$ cat config.mk
export PLATFORM = sky130hd
export DESIGN_NAME = output_deskewer
export DESIGN_NICKNAME = d
export VERILOG_FILES = /design/src/rtl/output_deskewer_pkg.sv /design/src/rtl/output_deskewer_lane_delay.sv /design/src/rtl/output_deskewer.sv
export SDC_FILE = /design/constraint.sdc
export NUM_CORES = 1
export LEC_CHECK = 0
export CELL_PAD_IN_SITES_DETAIL_PLACEMENT = 0
export CELL_PAD_IN_SITES_GLOBAL_PLACEMENT = 1
export CORE_UTILIZATION = 43
export CTS_BUF_LIST = sky130_fd_sc_hd__clkbuf_4 sky130_fd_sc_hd__clkbuf_8 sky130_fd_sc_hd__clkbuf_16
export CTS_CLUSTER_SIZE = 16
export DETAILED_ROUTE_END_ITERATION = 10
export PLACE_DENSITY_LB_ADDON = 0.1
export SYNTH_ARGS = -nofsm -noshare
export SYNTH_HDL_FRONTEND = slang
export SYNTH_HIERARCHICAL = 1
export SYNTH_SLANG_ARGS = --single-unit
export TNS_END_PERCENT = 10
$ cat constraint.sdc
create_clock -name clk -period 2.4 [get_ports clk]
set_input_delay 0.36 -clock clk [delete_from_list [all_inputs] [get_ports clk]]
set_output_delay 0.36 -clock clk [all_outputs]
set_load 0.05 [all_outputs]
$ cat src/rtl/output_deskewer_pkg.sv
// Array-wide defaults shared by the skew/deskew blocks, plus wavefront classification helpers.
package output_deskewer_pkg;

  localparam int unsigned SA_LANES      = 4;
  localparam int unsigned SA_DATA_WIDTH = 16;
  localparam int unsigned SA_ROWS       = 4;

  typedef enum logic [1:0] {
    WAVE_IDLE    = 2'd0,
    WAVE_ALIGNED = 2'd1,
    WAVE_BROKEN  = 2'd2
  } wave_e;

  // Low bit of lane i inside a packed lane bus.
  function automatic int unsigned lane_lsb(input int unsigned lane, input int unsigned width);
    return lane * width;
  endfunction

  function automatic wave_e classify_wave(input logic all_valid, input logic any_valid);
    if (all_valid)      return WAVE_ALIGNED;
    else if (any_valid) return WAVE_BROKEN;
    else                return WAVE_IDLE;
  endfunction

endpackage

$ cat src/rtl/output_deskewer_lane_delay.sv
// Enable-gated delay line; LENGTH=0 collapses to a plain wire.
module lane_delay #(
  parameter int unsigned LENGTH = 1,
  parameter int unsigned WIDTH  = 17
) (
  input  logic             clk,
  input  logic             rst,
  input  logic             enable,
  input  logic [WIDTH-1:0] din,
  output logic [WIDTH-1:0] dout
);

  generate
    if (LENGTH == 0) begin : g_wire
      logic unused_ctrl;
      assign unused_ctrl = ^{clk, rst, enable};
      assign dout = din;
    end else begin : g_pipe
      logic [WIDTH-1:0] stage_q [LENGTH];
      logic [WIDTH-1:0] stage_d [LENGTH];

      always_comb begin
        stage_d = stage_q;
        if (enable) begin
          stage_d[0] = din;
          for (int unsigned k = 1; k < LENGTH; k++) begin
            stage_d[k] = stage_q[k-1];
          end
        end
      end

      always_ff @(posedge clk or posedge rst) begin
        if (rst) begin
          for (int unsigned k = 0; k < LENGTH; k++) begin
            stage_q[k] <= '0;
          end
        end else begin
          stage_q <= stage_d;
        end
      end

      assign dout = stage_q[LENGTH-1];
    end
  endgenerate

endmodule

$ cat src/rtl/output_deskewer.sv
// Removes the per-lane stagger of the array's result wavefront and presents each row on one cycle,
// with row counting, last-row flag and broken-wavefront detection.
module output_deskewer
  import output_deskewer_pkg::*;
#(
  parameter int unsigned LANES      = SA_LANES,
  parameter int unsigned DATA_WIDTH = SA_DATA_WIDTH,
  parameter int unsigned ROWS       = SA_ROWS
) (
  input  logic                        clk,
  input  logic                        rst,
  input  logic                        enable,
  input  logic [LANES-1:0]            in_valid,
  input  logic [LANES*DATA_WIDTH-1:0] in_data,
  output logic                        out_valid,
  output logic [LANES*DATA_WIDTH-1:0] out_data,
  output logic                        out_last,
  output logic [$clog2(ROWS):0]       row_idx,
  output logic                        align_err,
  output logic                        err_sticky
);

  localparam int unsigned RW = $clog2(ROWS) + 1;
  localparam logic [RW-1:0] LAST_ROW = RW'(ROWS - 1);

  logic [LANES-1:0]            dly_valid;
  logic [LANES*DATA_WIDTH-1:0] dly_data;

  // Lane i is delayed so its word lines up with lane LANES-1, which arrives last.
  generate
    for (genvar i = 0; i < LANES; i++) begin : g_lane
      logic [DATA_WIDTH:0] lane_out;

      lane_delay #(
        .LENGTH(LANES - 1 - i),
        .WIDTH (DATA_WIDTH + 1)
      ) u_delay (
        .clk   (clk),
        .rst   (rst),
        .enable(enable),
        .din   ({in_valid[i], in_data[lane_lsb(i, DATA_WIDTH) +: DATA_WIDTH]}),
        .dout  (lane_out)
      );

      assign dly_valid[i] = lane_out[DATA_WIDTH];
      assign dly_data[lane_lsb(i, DATA_WIDTH) +: DATA_WIDTH] = lane_out[DATA_WIDTH-1:0];
    end
  endgenerate

  wave_e wave;
  assign wave = classify_wave(&dly_valid, |dly_valid);

  logic                        out_valid_q,  out_valid_d;
  logic [LANES*DATA_WIDTH-1:0] out_data_q,   out_data_d;
  logic                        out_last_q,   out_last_d;
  logic [RW-1:0]               row_idx_q,    row_idx_d;
  logic [RW-1:0]               cnt_q,        cnt_d;
  logic                        align_err_q,  align_err_d;
  logic                        err_sticky_q, err_sticky_d;

  always_comb begin
    out_valid_d  = out_valid_q;
    out_data_d   = out_data_q;
    out_last_d   = out_last_q;
    row_idx_d    = row_idx_q;
    cnt_d        = cnt_q;
    align_err_d  = align_err_q;
    err_sticky_d = err_sticky_q;

    if (enable) begin
      out_valid_d  = (wave == WAVE_ALIGNED);
      out_data_d   = dly_data;
      align_err_d  = (wave == WAVE_BROKEN);
      err_sticky_d = err_sticky_q | (wave == WAVE_BROKEN);
      out_last_d   = (wave == WAVE_ALIGNED) && (cnt_q == LAST_ROW);
      // row_idx keeps naming the last delivered row until a new aligned row loads.
      if (wave == WAVE_ALIGNED) begin
        row_idx_d = cnt_q;
        cnt_d     = (cnt_q == LAST_ROW) ? '0 : cnt_q + 1'b1;
      end
    end
  end

  always_ff @(posedge clk or posedge rst) begin
    if (rst) begin
      out_valid_q  <= 1'b0;
      out_data_q   <= '0;
      out_last_q   <= 1'b0;
      row_idx_q    <= '0;
      cnt_q        <= '0;
      align_err_q  <= 1'b0;
      err_sticky_q <= 1'b0;
    end else begin
      out_valid_q  <= out_valid_d;
      out_data_q   <= out_data_d;
      out_last_q   <= out_last_d;
      row_idx_q    <= row_idx_d;
      cnt_q        <= cnt_d;
      align_err_q  <= align_err_d;
      err_sticky_q <= err_sticky_d;
    end
  end

  assign out_valid  = out_valid_q;
  assign out_data   = out_data_q;
  assign out_last   = out_last_q;
  assign row_idx    = row_idx_q;
  assign align_err  = align_err_q;
  assign err_sticky = err_sticky_q;

endmodule
**Run 1: a small window of the routed layout**

Window x 54 to 79, y 28 to 53 um. Cells in grey, sequential cells in the stronger grey; small squares are vias.
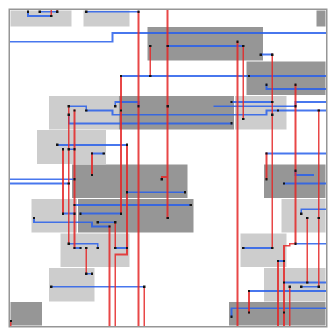
Red shows met2. Blue shows met1.
16 logic cells have their middle in the window. Sequential cells in the window: 7. Most frequent: dfrtp_1 (7), mux2_4 (5), clkdlybuf4s50_1 (3). Netlist names of flops here include `g_lane.u_delay/dout` (3), `g_lane.u_delay/g_pipe.stage_q` (3).

**Run 1: register map, names as in the netlist**

Drawn at 2 px/um. Other sequential cells in the stronger grey, the rest of the logic in the fainter grey.
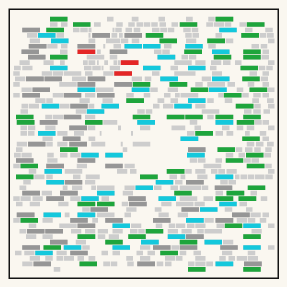
Red shows `row_idx`, placed flops 3. Green shows `out_data`, placed flops 64, where all over the die. Cyan shows `g_lane.u_delay/dout`, placed flops 51, where all over the die.

**Run 1: routing congestion**

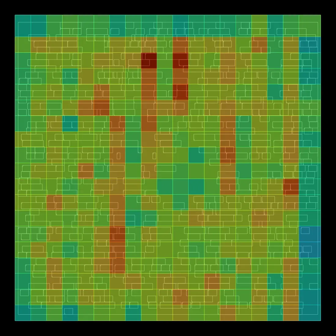
layer with the highest usage: met2
drt wl/cell: 16.3 um
fin util: 0.553
met2 Resource Use GR: 0.242

run 1: cell type report:
| cell class | instances | area (um2) | share of cell area |
|---|---|---|---|
| Clock buffer | 25 | 517 | 0.0558 |
| Clock inverter | 7 | 100 | 0.0108 |
| Inverter | 9 | 35.0 | 0.00378 |
| Multi-Input combinational cell | 183 | 2380 | 0.257 |
| Sequential cell | 176 | 4400 | 0.475 |
| Tap cell | 220 | 275 | 0.0297 |
| Timing Repair Buffer | 151 | 1550 | 0.168 |
run 1: flip-flops by register name, indices dropped and copies added, names as in the netlist:
signal	count
row_idx	3
out_data	64
cnt_q	3
g_lane.u_delay/g_pipe.stage_q	51
err_sticky	1
g_lane.u_delay/dout	51
align_err	1
out_last	1
out_valid	1
==> results_slide.txt, run 1 <==
Physical Implementation Snapshot

Run status
  • Status: complete, no violations

Critical path
  • CP Cell Sequence: clkdlybuf4s50_1
  • Critical Path AT: 1.61 ns
  • Setup CP Type: reg -> out
  • Setup crit end kind: output port

Yosys
  • Xor+xnor area frac: 0
  • Seq share, synth: 0.590
  • Number of enable flip-flop cells: 0
  • Cell accounting for the most synthesized area: dfrtp_1
  • Syn_nets: 511

Clocking
  • CTS tree: yes
  • Worst skew pair latency: 0.42 ns
  • Worst-path clk slew: 0.06 ns

Timing
  • Worst-Margin Slew: 0.717 ns
  • Worst Slack Setup Final: 0.429 ns
  • RSZ-0062 raised after global routing: false
  • Final Hold Viols: 0

Power and ir drop
  • Pwr Density: 936 nW/um2
  • P_int: 6.14 mW
  • Reg power frac: 0.426
  • Seq group: 3.70 mW
  • Design Power: 8.67 mW

Cells and area
  • Layout Nets: 610
  • N_diodes: 0
  • Syn-to-layout area delta: 24.1%

GRT
  • Pin count of the biggest net entering global routing: 44
  • Initial antenna violation count: 0

Route
  • Drt via density: 4.68
  • DRT iter0 DRCs: 82

Placed design
  • Area post-placement: 8650 um2

Run
  • OpenROAD warnings: 26
==> inputs of run 2 (changes only) <==
--- a/config.mk
+++ b/config.mk
@@ -7,7 +7,7 @@
 export LEC_CHECK = 0
 export CELL_PAD_IN_SITES_DETAIL_PLACEMENT = 0
 export CELL_PAD_IN_SITES_GLOBAL_PLACEMENT = 1
-export CORE_UTILIZATION = 43
+export CORE_UTILIZATION = 39
 export CTS_BUF_LIST = sky130_fd_sc_hd__clkbuf_4 sky130_fd_sc_hd__clkbuf_8 sky130_fd_sc_hd__clkbuf_16
 export CTS_CLUSTER_SIZE = 16
 export DETAILED_ROUTE_END_ITERATION = 10
==> constraint.sdc (replaced) <==
create_clock -name clk -period 1.7 [get_ports clk]
set_input_delay 0.255 -clock clk [delete_from_list [all_inputs] [get_ports clk]]
set_output_delay 0.255 -clock clk [all_outputs]
set_load 0.05 [all_outputs]
**Run 2: pin map**

Drawn at 3 px/um. Pins as bars across the die edge, other pins in grey.
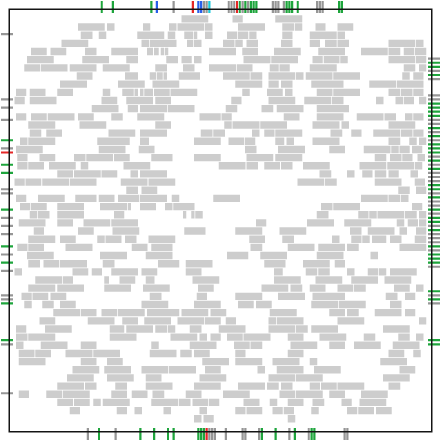
Cyan shows `err_sticky`, pins 1, direction output, edge north. Blue shows `row_idx`, pins 3, direction output, edge north. Green shows `out_data`, pins 64, direction output, edge 29 east, 14 north, 13 south, 8 west. Red shows `in_valid`, pins 4, direction input, edge 2 north, 1 west, 1 south.
Port Buffers: 141
die extent in x: 140 um
Die Y: 140 um

**Run 2: routing congestion**

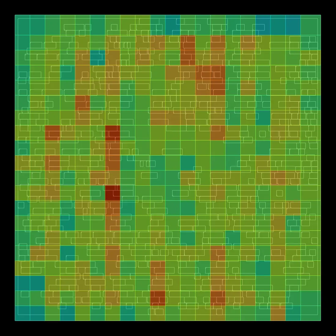
fin util: 0.494
met1 Usage GRT: 0.183

==> results_slide.txt, run 2 <==
Physical Implementation Snapshot

Cells and area
  • Largest register FFs: 64 (unchanged)
  • Logic share of the area: 0.258 (+0.000765)
  • Syn-to-layout area delta: 23.8%
  • Leading cell kind: registers
  • Nonclk inv count: 9 (unchanged)
  • Flop count: 176 (unchanged)
  • Flop area: 4400 um2 (unchanged)
  • Signal buffers: 154 (+2.0%)
  • Clock Network Area Fraction: 0.0717 (+0.00508)
  • #MultiIn Comb: 183 (unchanged)
  • N_diodes: 0 (unchanged)

Power and ir drop
  • P_int: 8.83 mW (+44%)
  • Seq group: 5.21 mW (+41%)
  • Pwr Density: 1350 nW/um2 (+44%)
  • Reg power frac: 0.417 (-0.009)
  • Design Power: 12.5 mW (+44%)

Clocking
  • Worst skew pair latency: 0.42 ns (about the same)

Critical path
  • Setup crit end kind: output port
  • Setup CP Type: reg -> out
  • CP Cell Sequence: buf_4
  • Critical Path AT: 1.02 ns (-0.59 ns)

Yosys
  • Seq share, synth: 0.590 (unchanged)
  • Xor+xnor area frac: 0 (unchanged)
  • Number of enable flip-flop cells: 0 (unchanged)

Route
  • DRT iter0 DRCs: 86 (+4.9%)

GRT
  • Pin count of the biggest net entering global routing: 54 (+23%)
  • Layer with the highest usage: met2

Run status
  • Status: complete, no violations

Timing
  • Worst-Margin Slew: 0.363 ns (-0.353 ns)
  • Final Hold Viols: 0 (unchanged)
## run 2: final timing paths
check                                                          to  slack, ns  cells after the start
setup reg to reg                           err_sticky$_DFFE_PP0P_       0.45                      3
setup / recovery                                     out_data[10]       0.43                      1
min in group clk           g_lane[2].u_delay/dout[12]$_DFFE_PP0P_       0.33                      2
max in group asynchronous   g_lane[0].u_delay/dout[4]$_DFFE_PP0P_       1.00                      3
hold reg to reg                            err_sticky$_DFFE_PP0P_       0.48                      1
hold / removal             g_lane[0].u_delay/dout[10]$_DFFE_PP0P_       0.27                      2
## run 2: metrics by stage
step	hold slack, ns	area (um2)
3_5_place_dp	0.463	8570
4_1_cts	0.268	9240
3_3_place_gp	0.474	8570
6_report	0.269	9240
2_1_floorplan	0.181	7470
5_1_grt	0.286	9240
==> inputs of run 3 (changes only) <==
==> constraint.sdc (replaced) <==
create_clock -name clk -period 1 [get_ports clk]
set_input_delay 0.15 -clock clk [delete_from_list [all_inputs] [get_ports clk]]
set_output_delay 0.15 -clock clk [all_outputs]
set_load 0.05 [all_outputs]
**Run 3: routing congestion**

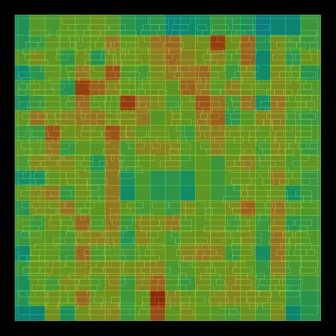
met2 Resource Use GR: 0.221
met3 usage: 0.0366
fin util: 0.547
drt wl/cell: 16.3 um

**Run 3: a small window of the routed layout**

Window x 58 to 83, y 30 to 55 um. Cells in grey, sequential cells in the stronger grey; small squares are vias.
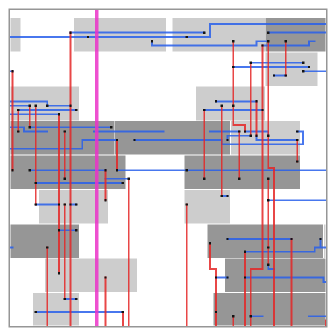
Red shows met2. Magenta shows met4. Blue shows met1.
19 logic cells have their middle in the window. Sequential cells in the window: 9. Netlist names of flops here include `g_lane.u_delay/dout` (3), `g_lane.u_delay/g_pipe.stage_q` (3), `out_data` (3). Most frequent: dfrtp_1 (9), mux2_4 (4), buf_12 (3).

==> results_slide.txt, run 3 <==
Physical Implementation Snapshot

Cells and area
  • Design Area, Final: 10200 um2 (+11%)
  • Largest register FFs: 64 (unchanged)

Timing
  • Worst Slack Setup Final: -0.204 ns
  • Setup violators final: 77
  • Worst-Margin Slew: 0.289 ns (-0.0742 ns)
  • Worst hold margin: 0.0475 ns (-0.221 ns)

GRT
  • Vias in the first global route: 4070
  • Met1 Usage GRT: 0.201 (+0.0173)
  • Grt ovf: 0
  • Layer with the highest usage: met2
  • Pin count of the biggest net entering global routing: 42 (-22%)

Critical path
  • WP depth: 3 (+2)
  • R2R depth: 3 (unchanged)
  • Critical Path End: err_sticky$_DFFE_PP0P_
  • Setup crit end kind: register
  • Critical Path AT: 1.51 ns (+0.49 ns)

Floorplan
  • FP Util: 0.399
  • Die extent in x: 140 um (unchanged)
  • Die Y: 140 um (unchanged)

Power and ir drop
  • Pwr Density: 2190 nW/um2 (+62%)
  • Design Power: 22.4 mW (+80%)

Yosys
  • Seq share, synth: 0.590 (unchanged)
  • Number of enable flip-flop cells: 0 (unchanged)

Run status
  • Violated checks: negative setup slack
  • Status: finished, violations left

Route
  • DRT iter0 DRCs: 118 (+37%)
  • First drt pass iteration count: 4

Placed design
  • Port Buffers: 141 (unchanged)

Clocking
  • Worst skew pair latency: 0.42 ns (about the same)
[run 3: final cells by class]
cell class | instances | area, um2
sequential | 176 | 4410
timing repair buffer | 169 | 2500
clock buffer | 19 | 447
multi-input combinational | 183 | 2400
inverter | 9 | 37.5
antenna | 1 | 2.50
fill | 1495 | 8470
clock inverter | 12 | 155
tap | 234 | 293
[run 3: report_power, final]
| group | leakage, nW | switching, mW | internal, mW | total, mW |
|---|---|---|---|---|
| Clock | 0.294 | 2.76 | 4.03 | 6.79 |
| Sequential | 2.06 | 0.901 | 8.24 | 9.14 |
| Combinational | 2.29 | 2.84 | 3.66 | 6.50 |
[run 3: what timing repair did]
action,in CTS,in global routing
buffers inserted,2,1
pin swaps,3,0
endpoints found under the setup margin,77,79
resized,2,3
endpoints found under the hold margin,0,0
No activity file was given, so power comes from the tool's default toggle rates.
